===== src/rtl/gpio_aux_edge_irq.sv =====
// Per-bit selectable edge detector with sticky W1C status, level irq and saturating event counter.
// Latency: status sets on the edge that samples the change (plus DEBOUNCE_CYCLES when filtered); irq one edge later.
// No backpressure: every cycle is processed; optional input debounce is enabled by defining GPIO_AUX_DEBOUNCE_EN.
module gpio_aux_edge_irq #(
    parameter int WIDTH           = 32,
    parameter int CNT_W           = 16,
    parameter int DEBOUNCE_CYCLES = 4
) (
    input  logic             sys_clk,
    input  logic             sys_rst,
    input  logic [WIDTH-1:0] aux_i,
    input  logic [WIDTH-1:0] edge_pos,
    input  logic [WIDTH-1:0] edge_neg,
    input  logic [WIDTH-1:0] int_en,
    input  logic             sts_clr_we,
    input  logic [WIDTH-1:0] sts_clr_data,
    input  logic             cnt_clr,
    output logic [WIDTH-1:0] int_status,
    output logic             irq,
    output logic [CNT_W-1:0] evt_cnt
);

    // A zero-length debounce window would never let the filtered value move.
    if (DEBOUNCE_CYCLES < 1) begin : g_bad_debounce
        $error("DEBOUNCE_CYCLES must be >= 1");
    end

    logic [WIDTH-1:0] filt;
    logic [WIDTH-1:0] prev;
    logic             armed;
    logic [WIDTH-1:0] rise;
    logic [WIDTH-1:0] fall;
    logic [WIDTH-1:0] evt;
    logic [WIDTH-1:0] clr_mask;
    logic             evt_any;

`ifdef GPIO_AUX_DEBOUNCE_EN
    localparam int DW = $clog2(DEBOUNCE_CYCLES + 1);

    logic [WIDTH-1:0] dbn;
    logic [DW-1:0]    dcnt [WIDTH];

    // Filtered value follows aux_i only after it has differed for DEBOUNCE_CYCLES consecutive samples.
    always_ff @(posedge sys_clk) begin
        if (sys_rst) begin
            dbn <= '0;
            for (int b = 0; b < WIDTH; b++) begin
                dcnt[b] <= '0;
            end
        end else begin
            for (int b = 0; b < WIDTH; b++) begin
                if (aux_i[b] == dbn[b]) begin
                    dcnt[b] <= '0;
                end else if (dcnt[b] == DW'(DEBOUNCE_CYCLES - 1)) begin
                    dbn[b]  <= aux_i[b];
                    dcnt[b] <= '0;
                end else begin
                    dcnt[b] <= dcnt[b] + DW'(1);
                end
            end
        end
    end

    assign filt = dbn;
`else
    assign filt = aux_i;
`endif

    // Edge classification against the previous filtered sample; suppressed on the arming edge.
    always_comb begin
        rise     = filt & ~prev;
        fall     = ~filt & prev;
        evt      = '0;
        if (armed) begin
            evt = (rise & edge_pos) | (fall & edge_neg);
        end
        clr_mask = sts_clr_we ? sts_clr_data : '0;
        evt_any  = |evt;
    end

    // History register and arming flag; the first edge after reset only captures the current level.
    always_ff @(posedge sys_clk) begin
        if (sys_rst) begin
            prev  <= '0;
            armed <= 1'b0;
        end else begin
            prev  <= filt;
            armed <= 1'b1;
        end
    end

    // Sticky status with write-1-to-clear; a new event on the same bit beats the clear.
    always_ff @(posedge sys_clk) begin
        if (sys_rst) begin
            int_status <= '0;
        end else begin
            int_status <= (int_status & ~clr_mask) | evt;
        end
    end

    // Interrupt is built from registered status, so it trails status by one edge.
    always_ff @(posedge sys_clk) begin
        if (sys_rst) begin
            irq <= 1'b0;
        end else begin
            irq <= |(int_status & int_en);
        end
    end

    // One count per cycle with any event; clear wins over increment, holds at all-ones.
    always_ff @(posedge sys_clk) begin
        if (sys_rst) begin
            evt_cnt <= '0;
        end else if (cnt_clr) begin
            evt_cnt <= '0;
        end else if (evt_any && (evt_cnt != {CNT_W{1'b1}})) begin
            evt_cnt <= evt_cnt + CNT_W'(1);
        end
    end

endmodule


===== config.mk =====
export PLATFORM = sky130hd
export DESIGN_NAME = gpio_aux_edge_irq
export DESIGN_NICKNAME = d
export VERILOG_FILES = /design/src/rtl/gpio_aux_edge_irq.sv
export SDC_FILE = /design/constraint.sdc
export NUM_CORES = 1
export LEC_CHECK = 0
export ABC_CLOCK_PERIOD_IN_PS = 2300
export CAP_MARGIN = 25
export CORE_AREA = 10 10 123 125
export DETAILED_ROUTE_END_ITERATION = 8
export DIE_AREA = 0 0 133 135
export PLACE_DENSITY = 0.65
export SLEW_MARGIN = 30
export SYNTH_ARGS = -nofsm -noshare
export SYNTH_HDL_FRONTEND = slang
export SYNTH_SLANG_ARGS = --single-unit

===== constraint.sdc =====
create_clock -name sys_clk -period 2.3 [get_ports sys_clk]
set_input_delay 0.46 -clock sys_clk [delete_from_list [all_inputs] [get_ports sys_clk]]
set_output_delay 0.46 -clock sys_clk [all_outputs]
set_load 0.05 [all_outputs]

==> run_1/metal_stack.png <==
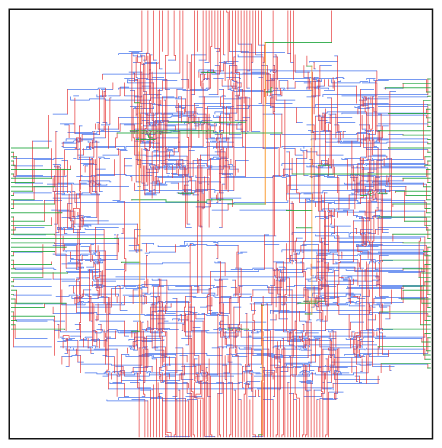
- met2: red (wire length 8430 um)
- met1: blue (wire length 7210 um)
- met4: orange (wire length 242 um)
- met3: green (wire length 962 um)
Vias: 4425
total track usage: 17.97%
Post-Route WL: 16.85 mm

==> run_1/clock_map.png <==
Scale bar: 50 um.
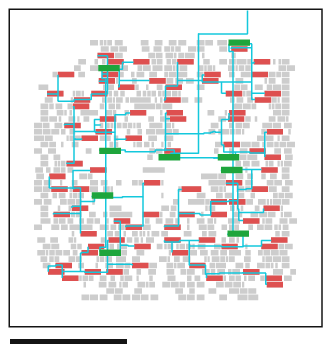
- cells driving clock nets: green (count 9)
- clock wires: cyan (length 1190 um)
- flip-flops: red (count 82)
- flops lie: widely spread
clock share of power: 35.0%
clk_skew: 5.607 ps

==> deck_impl_summary.md, run 1 <==
Physical Implementation Snapshot

STA
  – Final WS setup: 47.85 ps
  – Worst hold margin: 385.8 ps
  – Setup-failing EPs final: 0
  – Unrepaired setup endpoints after global routing: yes
  – Slew @ Worst Pin: 564.7 ps
  – Period Utilization, post-route: 97.92%
  – Setup TNS Final: 0 ps
  – Max Transition Viols Final: 0
  – Fmax: 444.0 MHz

Finish
  – Top cell excl fill/tap: clkdlybuf4s50_1
  – MI comb cells: 332
  – Share of cells above drive strength 1: 14.16%
  – Post-route cell area: 6998 um2
  – ANT cells: 1
  – Clock buf/inv share: 3.540%
  – Area occupied by multi-input gates: 2121 um2
  – Final net count: 870
  – Signal buffers share of area: 39.42%
  – Clk_buf instances: 11
  – Top cells excl fill/tap: clkdlybuf4s50_1, nand2_1, dfxtp_1
  – Multi-input combinational area share: 30.31%

Die
  – Rows: 41
  – Die height: 135 um
  – CORE AREA: 12570 um2
  – Chip width: 133 um
  – Total die area: 17960 um2

Flow run
  – Log Warnings: 28

Power and ir drop
  – Clk power: 1.29 mW
  – Pwr Density: 525.2 nW/um2
  – Overall Power: 3.675 mW
  – Comb group: 0.851 mW
  – Sequential Power Share: 41.8%
  – Switching share of power: 26.46%
  – Internal power: 2.703 mW
  – Worst vdd ir: 0.0003692 V

Detailed routing
  – Initial DRC Count: 282
  – ANT nets after route: 0
  – Drt pass-1 iters: 5
  – DR vias/cell: 5.034
  – Max layer used: met4
  – Drt drc: 0

CTS
  – Clock sink count: 82
  – Worst-path clk slew: 60 ps
  – # Post-CTS Setup Buffers: 1
  – Root buf cell: clkbuf_16
  – # resized after CTS: 11

Synth
  – Largest area contributor in the netlist: dfxtp_1
  – Sequential share of the synthesized area: 43.73%
  – Top area cells in the synthesized netlist: dfxtp_1, nand4b_1, nand2_1
  – Most frequent cells after synthesis: nand2_1, dfxtp_1, nand4b_1, nor2b_1, a31oi_1
  – Area share, top type: 43.73%
  – Count of library flops with an enable pin: 0
  – Distinct cell type count after synthesis: 37
  – # Cells Yosys: 437
  – Yosys Chip Area: 3754 um2
  – Post-Synthesis Cells: 437

Placement
  – DP HPWL: 13.13 mm
  – Placed insts: 851
  – IO Port Bufs: 212

Setup path
  – CP peak stage delay: 420 ps
  – Worst reg2reg setup slack: 60 ps
  – CP cell instances: clkdlybuf4s50_1 -> nand4b_1 -> nand2_1 -> a2111oi_2 -> buf_4 -> nand4_1 -> buf_6 -> o21ai_4 -> clkbuf_16 -> or3_1 -> a21oi_1
  – Required time of the critical path: 2520 ps
  – CP endpoint kind: flop

Outcome
  – Status: completed

Global routing
  – Total grt overflow: 0
  – Met1 global-route usage: 20.91%
  – Largest net degree at the start of global routing: 35
  – Initial antenna violation count: 0
  – First-pass GRT wire length: 25.45 mm
==> run_1/final_placement.png <==
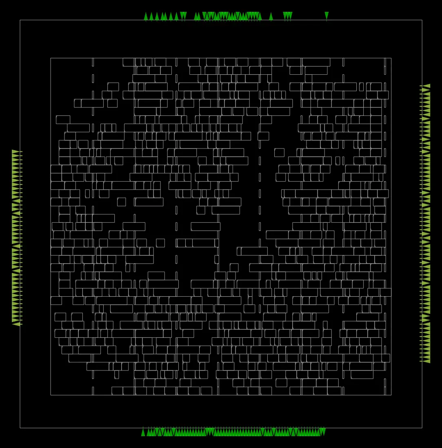
Finished Layout Cells: 879
sequential share of cell area: 23.51%
Tapcells: 172
final core utilization: 55.68%

==> run_1/zoom.png <==
Window x 46 to 86, y 20 to 60 um. Cells in grey, sequential cells in the stronger grey; small squares are vias.
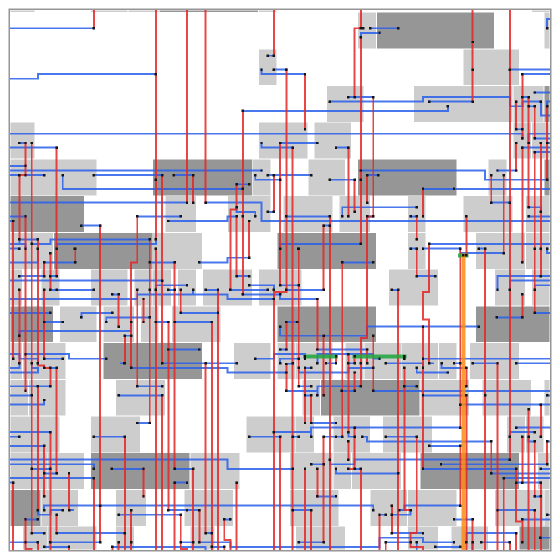
- met2: red
- met1: blue
- met4: orange
- met3: green
- cells with their middle in the window: 93
- sequential cells in the window: 12
- most frequent: clkdlybuf4s50_1 (24), nand2_1 (17), dfxtp_1 (11)
- netlist names of flops here include: int_status (8), prev (3)

-- run 1: worst paths after layout --
| check | from | end | cells past startpoint |
|---|---|---|---|
| min reg2reg | int_status[13] | int_status[13] | 2 |
| max | edge_neg[2] | evt_cnt[13] | 11 |
| min | aux_i[22] | prev[22] | 2 |
| max reg2reg | armed | evt_cnt[13] | 11 |
-- run 1: sequential cells by signal (all words and copies together), names as in the netlist --
register and cells:
evt_cnt 16, int_status 32, prev 32, armed 1, irq 1
-- run 1: cell families after synthesis --
group	count (synthesis)	synth area share [%]
AND-OR/OR-AND	86	15.43
XOR/XNOR	1	0.2334
adder cells (fa/ha/maj)	1	0.3333
buffers and inverters	23	3.400
flip-flops	82	43.73
AND/OR/NAND/NOR	244	36.87
==> run_1/met3.png <==
Scale bar: 50 um.
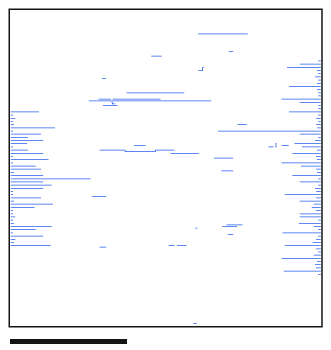

==> run 1 -> run 2 <==
Settings changed: CORE_AREA 10 10 123 125 to 10 10 110 112, DIE_AREA 0 0 133 135 to 0 0 120 122, HOLD_SLACK_MARGIN set to 0.06, PLACE_DENSITY 0.65 to 0.8.
==> run_2/met3.png <==
Scale bar: 20 um.
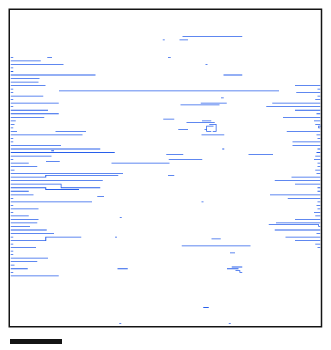
- longest straight run: 84.6 um
- wire length on this layer: 1340 um
- nets with wire on the layer: 136
- main direction: horizontal
met3 Use GR: 6.799%
Vias: 4393

==> deck_impl_summary.md, run 2 <==
Physical Implementation Snapshot

Setup path
  – CP endpoint kind: flop
  – Critical Path AT: 2610 ps
  – Reg2Reg Depth: 11 (unchanged)
  – Crit path max-delay family: AND-OR/OR-AND gates
  – Worst reg2reg setup slack: -20 ps (-80 ps)
  – CP cell instances: buf_6 -> buf_4 -> nand4b_1 -> nand2_2 -> a2111oi_4 -> nand4_1 -> buf_6 -> o21ai_4 -> clkbuf_16 -> o31a_1 -> o21a_1
  – Worst path depth: 11 (unchanged)
  – Setup crit end: evt_cnt[5]
  – Required time of the critical path: 2590 ps (+70 ps)
  – Critical path peak fanout: 8
  – Critical path buffer and inverter count: 4
  – CP peak stage delay: 390 ps (-30 ps)
  – Worst reg2reg endpoint: evt_cnt[5]
  – Setup crit start: armed
  – RR Startpoint: armed

Synth
  – Fraction of registers with async set/reset: 0%
  – Largest area contributor in the netlist: dfxtp_1
  – Count of library flops with an enable pin: 0 (unchanged)
  – Mapped Nets: 602
  – Post-Synthesis Cells: 437 (unchanged)
  – Synth warn: 0
  – Ys flop type: dfxtp_1
  – # Cells Yosys: 437 (unchanged)
  – Sequential share of the synthesized area: 43.73% (unchanged)
  – AND-OR/OR-AND Cells, Area Fraction: 15.43% (unchanged)
  – Synthesized area: 3754 um2
  – Simple-gate share of the synthesized area: 36.87% (unchanged)
  – Most frequent cells after synthesis: nand2_1, dfxtp_1, nand4b_1, nor2b_1, a31oi_1
  – Distinct cell type count after synthesis: 37 (unchanged)
  – Main logic family: simple AND/OR/NAND/NOR gates
  – Yosys Chip Area: 3754 um2 (unchanged)
  – Top area cells in the synthesized netlist: dfxtp_1, nand4b_1, nand2_1
  – Xor/xnor share: 0.2333% (unchanged)
  – Mux frac, synth: 0% (unchanged)
  – Adder Share, Synth: 0.3333% (unchanged)
  – Area share, top type: 43.73% (unchanged)

CTS
  – H-tree depth: 3
  – # resized after CTS: 6 (-5)
  – Worst-path clk slew: 90 ps (+30 ps)
  – Root buf cell: clkbuf_8
  – Clk buf depth: 2
  – Clock sink count: 82 (unchanged)
  – # Post-CTS Setup Buffers: 1 (unchanged)

Power and ir drop
  – Comb group: 0.825 mW (-3.1%)
  – Worst vdd ir: 0.0003339 V (-9.6%)
  – Internal power: 2.440 mW (-9.7%)
  – Sequential power: 1.53 mW
  – Sequential Power Share: 45.4% (+3.6 points)
  – Clock share of power: 30.2% (-4.8 points)
  – Net Sw Power: 0.9431 mW
  – P_leak: 2.517 nW
  – Switching share of power: 27.87% (+1.4 points)
  – Pwr Density: 509.3 nW/um2 (-3.0%)
  – Clk power: 1.02 mW (-21%)

Die
  – Rows: 37 (-9.8%)
  – Die height: 122 um (-9.6%)
  – Chip width: 120 um (-9.8%)
  – Total die area: 14640 um2 (-18%)
  – Tapcells: 136 (-21%)
  – I/O pin count: 213
  – CORE AREA: 10050 um2 (-20%)
  – FP Util: 37.36%

Flow run
  – Max-Cap Viols: 0
  – Log Warnings: 27 (-3.6%)

Global routing
  – First-pass GRT wire length: 24.33 mm (-4.4%)
  – Total grt overflow: 0 (unchanged)
  – Total track usage: 20.93% (+3.0 points)
  – Largest net degree at the start of global routing: 65 (+86%)
  – Initial antenna violation count: 0 (unchanged)
  – Met1 global-route usage: 22.03% (+1.1 points)

Placement
  – Placed cell area: 6212 um2
  – Pre-CTS WS: -529.1 ps
  – IO Port Bufs: 212 (unchanged)
  – DP HPWL: 12.90 mm (-1.7%)

STA
  – Max-slew headroom: 51.25%
  – Unrepaired setup endpoints after global routing: yes
  – Period Utilization, post-route: 100.7% (+2.8 points)
  – Final hold violation count: 0
  – Max Transition Viols Final: 0 (unchanged)
  – Final WS setup: -15.68 ps (-63.54 ps)
  – Fmax: 431.8 MHz (-2.7%)
  – Clk_skew: 13.14 ps (+7.533 ps)
  – Setup-failing EPs final: 4 (+4)
  – Slew @ Worst Pin: 731.2 ps (+166.6 ps)

Finish
  – Signal buffers share of area: 38.34% (-1.1 points)
  – Final net count: 852 (-2.1%)
  – MI comb cells: 332 (unchanged)
  – Invs w/o clock: 2
  – Multi-input combinational area share: 31.45% (+1.1 points)
  – Share of cells above drive strength 1: 11.29% (-2.9 points)
  – Largest registers: int_status: 32 flops, prev: 32 flops, evt_cnt: 16 flops
  – Clock buf/inv share: 2.768% (-0.77 points)
  – Register area: 1645 um2
  – Top cell excl fill/tap: clkdlybuf4s50_1
  – Clk_buf instances: 10 (-1)
  – Top cells excl fill/tap: clkdlybuf4s50_1, nand2_1, dfxtp_1
  – Area occupied by multi-input gates: 2090 um2 (-1.5%)
  – ANT cells: 0 (-1)
  – Post-route cell area: 6644 um2 (-5.1%)

Detailed routing
  – Max layer used: met4
  – ANT nets after route: 0 (unchanged)
  – Drt pass-1 iters: 4 (-1)
  – Drt drc: 0 (unchanged)
  – Initial DRC Count: 161 (-43%)
  – DR vias/cell: 5.312 (+5.5%)
  – Post-Route WL: 16.36 mm (-2.9%)
  – DR WL/cell: 19.78 um

Worst hold path
  – Hold worst-path end: prev[8]
  – Hold Path Class: input pin to flop
  – Hold Crit Start: sys_rst
  – Hold path depth: 2 (unchanged)

Outcome
  – Status: finished, violations left
  – Failing checks: negative setup slack
==> run_2/final_placement.png <==
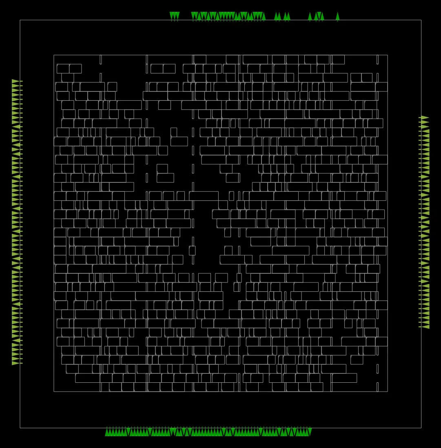
sequential share of cell area: 24.76%
final core utilization: 66.14%
fill count: 844
Finished Layout Cells: 827

run 2: worst reg2reg max path, stage by stage (launching register included):
cell and delay [ps]:
dfxtp_4 390, buf_6 150, buf_4 170, nand4b_1 140, nand2_2 90, a2111oi_4 310, nand4_1 160, buf_6 160
o21ai_4 250, clkbuf_16 210, o31a_1 130, o21a_1 110
run 2: metrics by stage:
stage,util (%),hold WS (ps),setup TNS [ps],power [mW],instances
4_1_cts,63.97,304.1,0,3.356,817
3_5_place_dp,61.84,491.3,-7569,2.339,801
3_3_place_gp,61.84,484.9,-6885,2.322,801
5_1_grt,66.14,304.5,-1021,3.520,827
6_report,66.14,315.8,-37.40,3.384,827
2_1_floorplan,-,494.3,0,1.865,437
==> run_2/clock_map.png <==
Scale bar: 20 um.
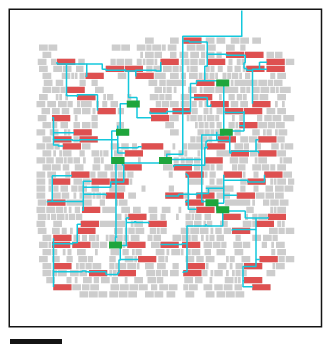

==> run 2 -> run 3 <==
Settings changed: CORE_AREA 10 10 110 112 to 10 10 108 110, CTS_BUF_LIST set to sky130_fd_sc_hd__clkbuf_8, DIE_AREA 0 0 120 122 to 0 0 118 120, GPL_ROUTABILITY_DRIVEN set to 0, PLACE_DENSITY 0.8 to 0.83.
==> run_3/clock_map.png <==
Scale bar: 20 um.
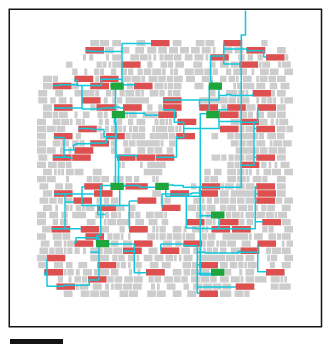
- clock wires: cyan (length 1120 um)
- cells driving clock nets: green (count 9)
- flip-flops: red (count 82)
- routed clock nets: 10
clk_skew: 7.026 ps
clock share of power: 32.6%
Clk power: 1.14 mW

==> run_3/final_placement.png <==
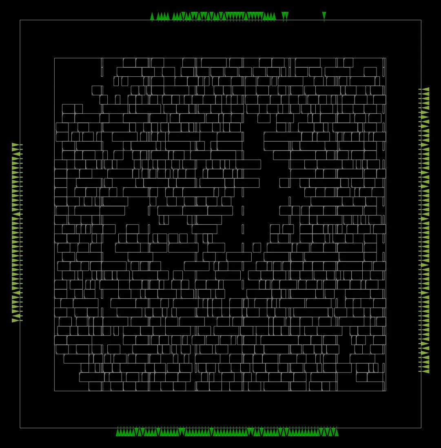
CORE AREA: 9549 um2
Tapcells: 133

==> deck_impl_summary.md, run 3 <==
Physical Implementation Snapshot

Die
  – Chip width: 118 um (-1.7%)
  – FP Util: 39.31% (+1.9 points)
  – Rows: 36 (-2.7%)
  – Die height: 120 um (-1.6%)
  – I/O pin count: 213 (unchanged)
  – Total die area: 14160 um2 (-3.3%)

CTS
  – H-tree depth: 3 (unchanged)
  – CTS tree: built
  – Worst-path clk slew: 80 ps (about the same)
  – Clk_lat worst skew: 360 ps
  – Clock sink count: 82 (unchanged)
  – Root buf cell: clkbuf_8
  – Clk buf depth: 2 (unchanged)

Finish
  – Share of cells above drive strength 1: 11.34% (+0.049 points)
  – Top cell excl fill/tap: clkdlybuf4s50_1
  – ANT cells: 0 (unchanged)
  – Area occupied by multi-input gates: 2088 um2 (about the same)
  – Final core utilization: 70.17% (+4.0 points)
  – Post-route cell area: 6700 um2 (+0.85%)
  – Invs w/o clock: 2 (unchanged)
  – Sequential share of cell area: 24.56% (-0.21 points)
  – Final net count: 850 (-0.23%)
  – Top cells excl fill/tap: clkdlybuf4s50_1, nand2_1, dfxtp_1
  – Clk_buf instances: 10 (unchanged)
  – Largest registers: int_status: 32 flops, prev: 32 flops, evt_cnt: 16 flops
  – Fill count: 745 (-12%)
  – Clock buf/inv share: 3.081% (+0.31 points)
  – Flop count: 82
  – Multi-input combinational area share: 31.17% (-0.28 points)
  – Finished Layout Cells: 821 (-0.73%)
  – Top class by area: non-clock buffers
  – MI comb cells: 332 (unchanged)
  – Register area: 1645 um2 (unchanged)
  – Signal buffers share of area: 38.60% (+0.26 points)

Global routing
  – First-pass GRT wire length: 24.22 mm (-0.45%)
  – Initial antenna violation count: 0 (unchanged)
  – Total track usage: 21.43% (+0.51 points)
  – Met3 Use GR: 4.454% (-2.3 points)
  – Vias in the first global route: 4485
  – Largest net degree at the start of global routing: 42 (-35%)
  – Total grt overflow: 0 (unchanged)
  – Met1 global-route usage: 23.82% (+1.8 points)

Synth
  – Top area cells in the synthesized netlist: dfxtp_1, nand4b_1, nand2_1
  – Distinct cell type count after synthesis: 37 (unchanged)
  – Sequential share of the synthesized area: 43.73% (unchanged)
  – # Cells Yosys: 437 (unchanged)
  – Mux frac, synth: 0% (unchanged)
  – Ys flop type: dfxtp_1
  – Area share, top type: 43.73% (unchanged)
  – Synth flops: 82
  – Mapped Nets: 602 (unchanged)
  – AND-OR/OR-AND Cells, Area Fraction: 15.43% (unchanged)
  – Adder Share, Synth: 0.3333% (unchanged)
  – Largest area contributor in the netlist: dfxtp_1
  – Synth warn: 0 (unchanged)
  – Fraction of registers with async set/reset: 0% (unchanged)
  – Most frequent cells after synthesis: nand2_1, dfxtp_1, nand4b_1, nor2b_1, a31oi_1
  – Count of library flops with an enable pin: 0 (unchanged)
  – Yosys Chip Area: 3754 um2 (unchanged)
  – Main logic family: simple AND/OR/NAND/NOR gates
  – Post-Synthesis Cells: 437 (unchanged)
  – Xor/xnor share: 0.2333% (unchanged)
  – Post-Syn Area per Cell: 8.589 um2
  – Yosys top cell by instances: nand2_1
  – Simple-gate share of the synthesized area: 36.87% (unchanged)
  – Synthesized area: 3754 um2 (unchanged)

Setup path
  – Setup crit end: evt_cnt[14]
  – CP peak stage delay: 450 ps (+60 ps)
  – CP cell instances: clkdlybuf4s50_1 -> nand3b_1 -> o21ai_0 -> a2111oi_1 -> nand4_1 -> buf_4 -> o21ai_4 -> clkbuf_16 -> o31a_1 -> o21a_1
  – Critical Path AT: 2640 ps (+30 ps)
  – Reg2Reg Depth: 11 (unchanged)
  – Critical path buffer and inverter count: 3 (-1)
  – RR Startpoint: armed
  – CP endpoint kind: flop
  – Critical path peak fanout: 12 (+4)
  – Required time of the critical path: 2600 ps (about the same)
  – Crit Path Category: input pin to flop
  – Worst reg2reg setup slack: -20 ps (about the same)
  – Setup crit start: aux_i[24]
  – Crit path max-delay family: AND-OR/OR-AND gates
  – Worst reg2reg endpoint: evt_cnt[14]
  – Worst path depth: 10 (-1)

Detailed routing
  – Vias: 4497 (+2.4%)
  – ANT nets after route: 0 (unchanged)
  – Post-Route WL: 16.59 mm (+1.4%)
  – DR vias/cell: 5.477 (+3.1%)
  – DR WL/cell: 20.21 um (+2.2%)
  – Drt pass-1 iters: 4 (unchanged)
  – Initial DRC Count: 224 (+39%)
  – Max layer used: met4
  – Drt drc: 0 (unchanged)

Power and ir drop
  – Comb group: 0.829 mW (+0.5%)
  – Sequential Power Share: 43.7% (-1.7 points)
  – Sequential power: 1.53 mW (about the same)
  – Pwr Density: 523.5 nW/um2 (+2.8%)
  – P_leak: 2.557 nW (+1.6%)
  – Net Sw Power: 0.9362 mW (-0.74%)
  – Combinational share of power: 23.6%
  – Internal power: 2.572 mW (+5.4%)
  – Switching share of power: 26.69% (-1.2 points)
  – Overall Power: 3.508 mW (+3.7%)
  – Worst vdd ir: 0.0003059 V (-8.4%)

Placement
  – Placed insts: 797 (-0.50%)
  – DP HPWL: 12.67 mm (-1.8%)
  – Placed cell area: 6226 um2 (+0.22%)
  – IO Port Bufs: 212 (unchanged)
  – Pre-CTS WS: -693.3 ps (-164.1 ps)

Flow run
  – Max-Cap Viols: 0 (unchanged)
  – Log Warnings: 27 (unchanged)

STA
  – Period Utilization, post-route: 101.5% (+0.80 points)
  – Final hold violation count: 0 (unchanged)
  – Max Transition Viols Final: 0 (unchanged)
  – Slew @ Worst Pin: 561.5 ps (-169.7 ps)
  – Setup-failing EPs final: 2 (-2)
  – Fmax: 428.5 MHz (-0.78%)
  – Unrepaired setup endpoints after global routing: yes
  – Final WS setup: -33.98 ps (-18.30 ps)
  – Max-slew headroom: 62.43% (+11 points)
  – Worst hold margin: 395.0 ps (+79.23 ps)
  – Setup TNS Final: -54.84 ps (-17.43 ps)

Outcome
  – Failing checks: negative setup slack
  – Status: finished, violations left

Worst hold path
  – Hold Crit Start: aux_i[14]
  – Hold Path Class: input pin to flop
==> run 3: cell counts after synthesis <==
Identical to the previous run, type by type.
==> run 3: worst register-to-register path, delay by kind of cell (launching register included) <==
family          cells  cell delay, ps
flops               1             390
buf+inv             4             680
compound gates      4             870
simple gates        3             320
==> run 3: worst min-delay path by stage <==
stage          cells after the start  slack [ps]             end
2_1_floorplan                      2         490   int_status[0]
3_3_place_gp                       2         480      evt_cnt[6]
3_5_place_dp                       2         500   int_status[1]
4_1_cts                            2         510  int_status[13]
5_1_grt                            2         410         prev[5]
6_report                           2         400        prev[14]
==> run 3: what timing repair did <==
action / in CTS / in global routing
setup buffers: 1 / 5
resized: 4 / 27
gates cloned: 0 / 4
pin swaps: 5 / 4
endpoints found under the setup margin: 16 / 16
Power and IR drop assume default switching activity.
